==> src/rtl/rssb_core.sv <==
// One-instruction RSSB processor: copies the first DEPTH ROM words into a private RAM,
// then executes reverse-subtract-and-skip-if-borrow instructions from it until a halt word.
module rssb_core #(
  parameter int unsigned        WIDTH    = 8,
  parameter int unsigned        DEPTH    = 16,
  localparam int unsigned       ADDR_W   = $clog2(DEPTH),
  parameter int unsigned        OUT_ADDR = DEPTH - 1,
  parameter logic [WIDTH-1:0]   HALT_OP  = '1
) (
  input  logic                     clk,
  input  logic                     rst,
  input  logic                     en,
  output logic        [WIDTH-1:0]  rom_addr,
  input  logic signed [WIDTH-1:0]  rom_data,
  output logic        [ADDR_W-1:0] pc,
  output logic signed [WIDTH-1:0]  acc,
  output logic                     loading,
  output logic                     halted,
  output logic                     out_valid,
  output logic signed [WIDTH-1:0]  out_data
);

  typedef enum logic [1:0] {StLoad, StFetch, StExec, StHalt} state_e;

  state_e            state_q, state_d;
  logic [ADDR_W-1:0] cnt_q, cnt_d;
  logic [ADDR_W-1:0] pc_q, pc_d;
  logic [WIDTH-1:0]  acc_q, acc_d;
  logic [WIDTH-1:0]  opr_q, opr_d;
  logic [WIDTH-1:0]  out_data_q, out_data_d;
  logic              out_valid_q, out_valid_d;

  logic [WIDTH-1:0]  ram [DEPTH];
  logic              ram_we;
  logic [ADDR_W-1:0] ram_waddr;
  logic [WIDTH-1:0]  ram_wdata;

  logic [ADDR_W-1:0] op_addr;
  logic [WIDTH-1:0]  diff;

  // Upper operand bits are ignored, so every instruction word addresses some RAM cell.
  assign op_addr = opr_q[ADDR_W-1:0];
  assign diff    = ram[op_addr] - acc_q;

  always_comb begin
    state_d     = state_q;
    cnt_d       = cnt_q;
    pc_d        = pc_q;
    acc_d       = acc_q;
    opr_d       = opr_q;
    out_data_d  = out_data_q;
    out_valid_d = 1'b0;
    ram_we      = 1'b0;
    ram_waddr   = cnt_q;
    ram_wdata   = rom_data;
    if (en) begin
      unique case (state_q)
        StLoad: begin
          ram_we = 1'b1;
          // Counter parks on the last address so rom_addr keeps its final LOAD value.
          if (cnt_q == ADDR_W'(DEPTH - 1)) begin
            state_d = StFetch;
          end else begin
            cnt_d = cnt_q + ADDR_W'(1);
          end
        end
        StFetch: begin
          opr_d   = ram[pc_q];
          state_d = StExec;
        end
        StExec: begin
          if (opr_q == HALT_OP) begin
            state_d = StHalt;
          end else begin
            ram_we    = 1'b1;
            ram_waddr = op_addr;
            ram_wdata = diff;
            acc_d     = diff;
            pc_d      = pc_q + (diff[WIDTH-1] ? ADDR_W'(2) : ADDR_W'(1));
            state_d   = StFetch;
            if (op_addr == ADDR_W'(OUT_ADDR)) begin
              out_valid_d = 1'b1;
              out_data_d  = diff;
            end
          end
        end
        StHalt: begin
          state_d = StHalt;
        end
      endcase
    end
  end

  always_ff @(posedge clk) begin
    if (rst) begin
      state_q     <= StLoad;
      cnt_q       <= '0;
      pc_q        <= '0;
      acc_q       <= '0;
      opr_q       <= '0;
      out_data_q  <= '0;
      out_valid_q <= 1'b0;
    end else begin
      state_q     <= state_d;
      cnt_q       <= cnt_d;
      pc_q        <= pc_d;
      acc_q       <= acc_d;
      opr_q       <= opr_d;
      out_data_q  <= out_data_d;
      out_valid_q <= out_valid_d;
    end
  end

  // RAM is not reset; LOAD overwrites it after every reset.
  always_ff @(posedge clk) begin
    if (!rst && ram_we) begin
      ram[ram_waddr] <= ram_wdata;
    end
  end

  assign rom_addr  = WIDTH'(cnt_q);
  assign pc        = pc_q;
  assign acc       = acc_q;
  assign loading   = (state_q == StLoad);
  assign halted    = (state_q == StHalt);
  assign out_valid = out_valid_q;
  assign out_data  = out_data_q;

endmodule

==> config.mk <==
export PLATFORM = sky130hd
export DESIGN_NAME = rssb_core
export DESIGN_NICKNAME = d
export VERILOG_FILES = /design/src/rtl/rssb_core.sv
export SDC_FILE = /design/constraint.sdc
export NUM_CORES = 1
export LEC_CHECK = 0
export CELL_PAD_IN_SITES_DETAIL_PLACEMENT = 1
export CELL_PAD_IN_SITES_GLOBAL_PLACEMENT = 1
export CORE_ASPECT_RATIO = 1.4
export CORE_MARGIN = 5
export CORE_UTILIZATION = 50
export CTS_CLUSTER_SIZE = 24
export DETAILED_ROUTE_END_ITERATION = 12
export HOLD_SLACK_MARGIN = 0.1
export PLACE_DENSITY = 0.86
export SYNTH_ARGS = -nofsm -noshare
export SYNTH_HDL_FRONTEND = slang
export SYNTH_SLANG_ARGS = --single-unit
==> constraint.sdc <==
create_clock -name clk -period 5.7 [get_ports clk]
set_clock_uncertainty 0.15 [all_clocks]
set_input_delay 0.57 -clock clk [delete_from_list [all_inputs] [get_ports clk]]
set_output_delay 0.57 -clock clk [all_outputs]
set_load 0.05 [all_outputs]
Met3 routing:
Drawn at 3 px/um.
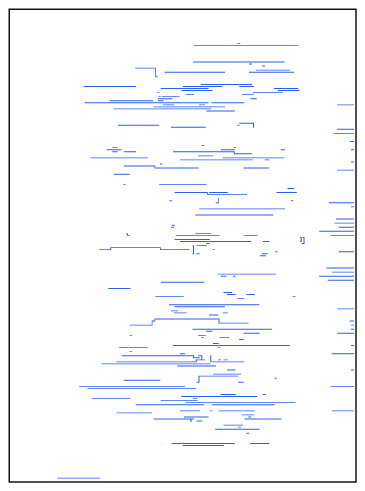
- share of all routed wire: 7.6%
- main direction: horizontal
- longest straight run: 40.9 um
- wire length on this layer: 1,700 um
number of vias in the routed layout: 4,938
met3 track utilization from global routing: 0.0600
detailed-route wire length: 22.4 mm

Selected gate families:
Drawn at 2 px/um.
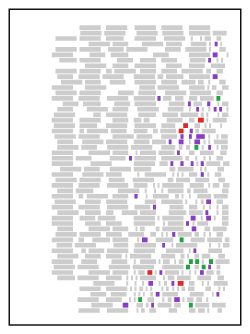
- aoi and oai cells: purple (cells 47)
- non-inverting ao/oa cells: red (cells 5)
- and/or cells: green (cells 10)

Cells coloured by class:
Drawn at 2 px/um. Fill, decap, tap and diode cells in grey.
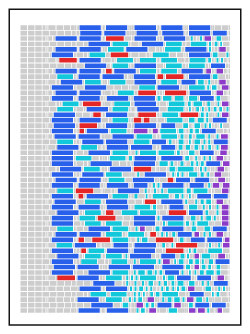
- registers: blue (cells 163; share of their area 53%)
- clock drivers and dummy loads: red (cells 32; share of their area 7.1%)
- remaining buffers and delay cells: purple (cells 46; share of their area 5.2%)
- remaining logic cells: cyan (cells 300; share of their area 35%)
post-route design area: 8870 sq um
share of the final layout cell area in sequential cells: 0.513
Cell Rows: 53
Core Util, Final: 0.587
core box area: 15,100 sq um

Congestion heat map:
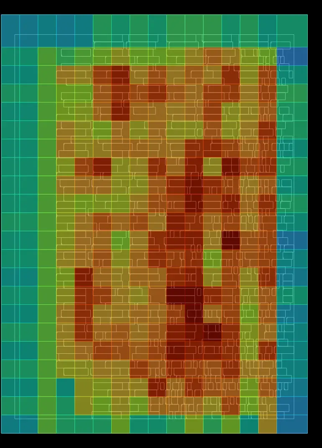
Most Crowded Layer GR: met2
GR Util All Layers: 0.261
GRT met1 Usage: 0.307
average wire per standard cell: 30.6 um
met2 Usage GRT: 0.437

Cells by drive strength:
Drawn at 2 px/um.
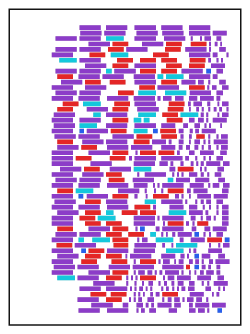
- x6 and larger: cyan (cells 30; most used clkbuf_16)
- x1 and smaller: purple (cells 415; most used edfxtp_1)
- x2: red (cells 85; most used mux4_2)
- x3 and x4: blue (cells 11; most used buf_4)

==> impl_results.rst <==
Implementation results
======================

.. list-table::
   :header-rows: 1

   * - Metric
     - Value
   * - Logic Gate Count
     - roughly 290
   * - Overall die width
     - 115 um
   * - Run status
     - finished clean
   * - Nets
     - 550
   * - Fin worst setup slack
     - around 0.9 ns
   * - Top cell category
     - registers
   * - Number of ordinary and repair buffers in the finished layout
     - 46
   * - Max-area cell share
     - 0.498
   * - Gate count of the mapped netlist
     - 497
   * - Transition time of the tightest slew-check pin
     - between 1 and 1.5 ns
   * - Critical path startpoint category
     - flop
   * - Clk tree area frac
     - 0.0688
   * - Arrival time at the worst endpoint
     - slightly below 5 ns
   * - Logic share of the area
     - 0.336
   * - Most frequent standard cell in the layout excluding fill and tap cells
     - sky130_fd_sc_hd__edfxtp_1
   * - Proportion of synthesized flip-flops having asynchronous set or reset
     - 0
   * - Highest clock frequency the design can meet
     - about 210 MHz
   * - Min-delay src
     - out_data[5]
   * - Comb area leader
     - multiplexers
   * - Top layer used by detailed routing
     - met4
   * - Logic depth of the worst path, buffers included
     - 15
   * - Antenna Diode Count
     - 0
   * - Total placed instance area
     - slightly above 8000 sq um
   * - Dominant delay contributor by cell family on the critical path
     - multiplexers
   * - RSZ-0062 raised after global routing
     - false
   * - Post-CTS Setup Bufs
     - 0
   * - Worst Hold Path EP
     - out_data[5]
   * - Max power group
     - registers
   * - Count of antenna-violating nets left after detailed routing
     - 0
   * - Startpoint of the worst setup timing path
     - opr_q[0]
   * - Remaining Overflow, GRT
     - 0
   * - Origin of the critical flop-to-flop path
     - opr_q[0]
   * - Non-clock inverter total of the final layout
     - 11
   * - Worst relative slew slack
     - 0.183
   * - Die height
     - roughly 160 um
   * - Ys flops
     - 163
   * - Psw
     - roughly 680 uW
   * - Sequential logic power
     - 1310 uW
   * - Number of cells in Yosys stat
     - roughly 500
   * - Hold_ws
     - ~0.32 ns
   * - Part of the power in the clock network
     - 0.438
   * - Final Wtd Congestion
     - between 0.8 and 0.9
   * - Share of layout cells above drive strength 1
     - 0.233
   * - Top Layout Cells
     - sky130_fd_sc_hd__edfxtp_1 (128), sky130_fd_sc_hd__mux4_2 (80), sky130_fd_sc_hd__nand2_1 (53)
   * - Area taken by flip-flops and latches
     - about 4500 sq um
   * - DRC Markers
     - 0
   * - Core Density at Floorplan
     - 0.511
   * - Area of the synthesized netlist per yosys stat
     - 7720 sq um
   * - Xor/xnor cell area share of the yosys netlist
     - 0.0123
   * - Antenna violations before repair
     - 0
   * - Area growth from synthesis to final layout
     - 14.8%
   * - Number of global-route vias before repair
     - 5,205
   * - CP Capture Point
     - pc[3]
   * - Critical Path End Type
     - flop
   * - Clock tree from TritonCTS
     - built
   * - Cells taking the most area after synthesis
     - sky130_fd_sc_hd__edfxtp_1 (50%), sky130_fd_sc_hd__mux4_2 (23%), sky130_fd_sc_hd__dfxtp_1 (9.1%)
   * - Internal Dissipation
     - just over 2000 uW
   * - Series of cell instances along the critical path
     - buf_4, mux4_2, mux4_2, inv_1, ha_1, nand2b_1, a21oi_1, o41ai_1, and2_1, xnor2_2, inv_1, ha_1, and3_1, a31oi_1, mux2_1
   * - Number of slew-limit violations in the final report
     - 0
   * - Maximum buffer depth of the clock tree
     - 2
   * - First-iteration detailed-routing DRC count
     - approximately 560
   * - Total number of sequential cells
     - between 150 and 200
   * - Hold Buf Count CTS
     - 0
per-layer routing:
layer	vias up	GRT usage
li1	2005	-
met1	2553	0.307
met5	-	0
met3	88	0.0600
met2	292	0.437
met4	0	0.151
sequential cells by signal, summed over array words and instances (netlist names):
| signal | flops |
|---|---|
| acc | 8 |
| cnt_q | 4 |
| opr_q | 8 |
| out_data | 8 |
| out_valid | 1 |
| pc | 4 |
| ram | 128 |
| state_q | 2 |
synth_stat cells, drive strengths merged (3+ instances only):
cell      n
nor2     43
a21o      3
or3       3
xnor2     6
o31ai     3
clkbuf   24
a21oi    25
and2      3
xor2      4
mux4     80
ha        9
dfxtp    35
o21ai     7
buf      13
inv      11
nor2b     4
a211oi    4
nand2b    5
nand4     4
edfxtp  128
nor3      5
nand2    53
nand3b    3
Power and IR drop assume default switching activity.
